m4.png
Cells faint in the background.
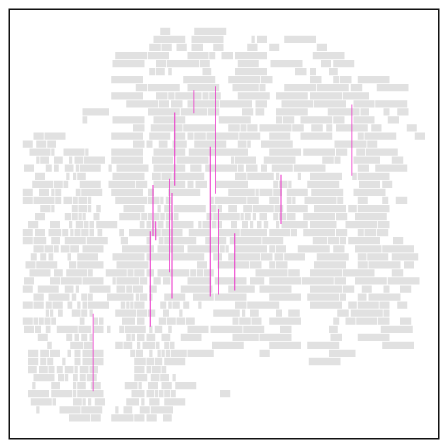
pinout.png
Pins as bars across the die edge, other pins in grey.
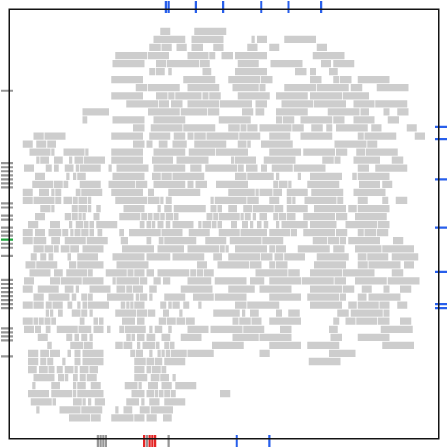
clock_wires.png
Bar = 50 um.
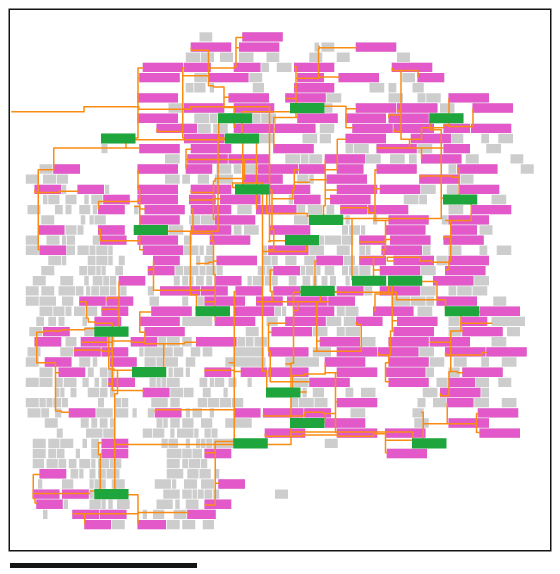
==> config.mk <==
export PLATFORM = sky130hd
export DESIGN_NAME = match_event_logger
export DESIGN_NICKNAME = d
export VERILOG_FILES = /design/src/rtl/seqdet_pkg.sv /design/src/rtl/sync_fifo.sv /design/src/rtl/match_event_logger.sv
export SDC_FILE = /design/constraint.sdc
export NUM_CORES = 1
export LEC_CHECK = 0
export CAP_MARGIN = 10
export CORE_MARGIN = 4
export CORE_UTILIZATION = 44
export DETAILED_ROUTE_END_ITERATION = 10
export PLACE_DENSITY = 0.71
export SETUP_SLACK_MARGIN = 0.2
export SLEW_MARGIN = 20
export SYNTH_ARGS = -nofsm -noshare
export SYNTH_HDL_FRONTEND = slang
export SYNTH_SLANG_ARGS = --single-unit
==> constraint.sdc <==
create_clock -name clk -period 3.4 [get_ports clk]
set_clock_uncertainty 0.1 [all_clocks]
set_input_delay 0.85 -clock clk [delete_from_list [all_inputs] [get_ports clk]]
set_output_delay 0.85 -clock clk [all_outputs]
set_load 0.05 [all_outputs]
==> impl_metrics.tcl <==
# implementation run metrics
set metrics [dict create \
    ys_types 43 \
    drtIter0Drc 364 \
    cts_resized 1 \
    wl_met2_mm 8.75 \
    fp.coreArea_um2 18100 \
    core_util_floorplan_pct 45.2 \
    intPower_uw 4870 \
    syn_inst 604 \
    post_dp_cell_area_um2 9110 \
    ios 58 \
    grt_use_met2_pct 29.5 \
    xor_area_share_pct 3.95 \
    adder_share_pct 1.83 \
    cts.sinks 203 \
    area_leaders "edfxtp_1 47%, dfxtp_1 18%, mux2_2 8.2%" \
    lay_top_count "edfxtp_1" \
    max_cap_violations 0 \
    htree_levels 1 \
    flop_cell "edfxtp_1" \
    synthesis.area_um2 8210 \
    r2r_slack_ns 0.79 \
    clock.latency.late_pin_ns 0.49 \
    largest_reg_flops 128 \
    top_cell_area_share_pct 46.8 \
    top_layer_used "met4" \
    route.detailed.drc 0 \
    finalClockPeriodUsage_pct 88.2 \
    gr-max-usage-layer "met2" \
    dr_wl_met3_mm 1.02 \
    power_density_nw_per_um2 694 \
    worstPathMaxFanout 5 \
    drive_above_1_share_pct 18.3 \
    relSlewSlack_pct 35.6 \
    fmax_mhz 334 \
    grt_start_max_net_pins 63 \
    aoi_share_pct 6.62 \
    grt_pass1_wl_mm 27.8 \
    grt_pass1_vias 5248 \
    clk_pin_slew_ns 0.06 \
    ys_warn_count 0 \
    lay_top_cells "128 x edfxtp_1, 73 x dfxtp_1, 60 x mux2_2" \
    hold_viol 0 \
    final_cells 916 \
    areaGrowthSynthToFinish_pct 19.8 \
    avgSynthCellArea_um2 13.6 \
    grt_overflow 0 \
    p_sw_uw 1950 \
    antenna_found_initial 0 \
    wl_per_cell_um 19.1 \
    fin_tns_setup_ns 0 \
    dpl.cell_count 876 \
    chip_area_um2 20900 \
    top_power_group "registers" \
    cts.path.max_buffers 3 \
    ff2ff_path_depth 9 \
    fin_util_pct 54.2 \
    edf_count 128 \
    cts_hold_buf 0 \
    dp_hpwl_mm 10.2 \
    holdWs_ns 0.367 \
    hold_path_depth 2 \
    hp-class "flop to flop" \
    yosys_cells 604 \
    ctsRootBufferMaster "clkbuf_16" \
    p_total_uw 6830 \
    status "finished, final reports clean" \
    critPathRequiredTime_ns 2.45 \
    vdd_drop_max_uv 333 \
    cp-start-kind "flop" \
    grtUsageTotal_pct 17.0 \
    rsz0062_at_grt "false" \
]
Back to the opening pictures, m4.png:
nets with wire on the layer: 9
longest straight run: 50.3 um
share of all routed wire: 2.0%
drt total wl: 17.5 mm
Via Count: 5119

Back to the opening pictures, pinout.png:
| colour | port | pins | direction | edge |
|---|---|---|---|---|
| blue | evt_ts | 16 | output | 7 north, 7 east, 2 south |
| green | reset | 1 | input | west |
| red | level | 4 | output | south |
all pins by edge: 32 west, 12 south, 7 north, 7 east
die span in y: 145 um
die x size: 145 um
PortBufs: 57

Back to the opening pictures, clock_wires.png:
[orange] clock wires | length: 2260 um
[green] clock-net drivers | count: 22
[magenta] flip-flops | count: 203
routed clock nets: 23
clk pwr: 2330 uW
Clk pwr share: 34.1%

## final cells by class
cell class,count,area (um^2)
Multi-Input combinational cell,363,2740
Sequential cell,203,5350
Tap cell,229,287
Fill cell,1482,8310
Clock buffer,30,653
Clock inverter,10,75.1
Timing Repair Buffer,73,697
Inverter,8,30.0
## critical path, cell delays in order, from the launching register on
cell	delay, ns
dfxtp_2	0.34
inv_1	0.12
ha_1	0.20
nor3b_1	0.31
inv_1	0.15
dlygate4sd2_1	0.45
## synthesized netlist by cell type, drive strengths merged, types with 14 or more instances
cell type	instances
edfxtp	128
dfxtp	75
mux2	60
nor2	40
o22ai	31
xor2	28
nand3	24
nand2	20
a21oi	19
mux2i	18
clkbuf	17
o32ai	15
o21ai	14
Power figures rest on the tool's default switching activity, not on a simulated workload.
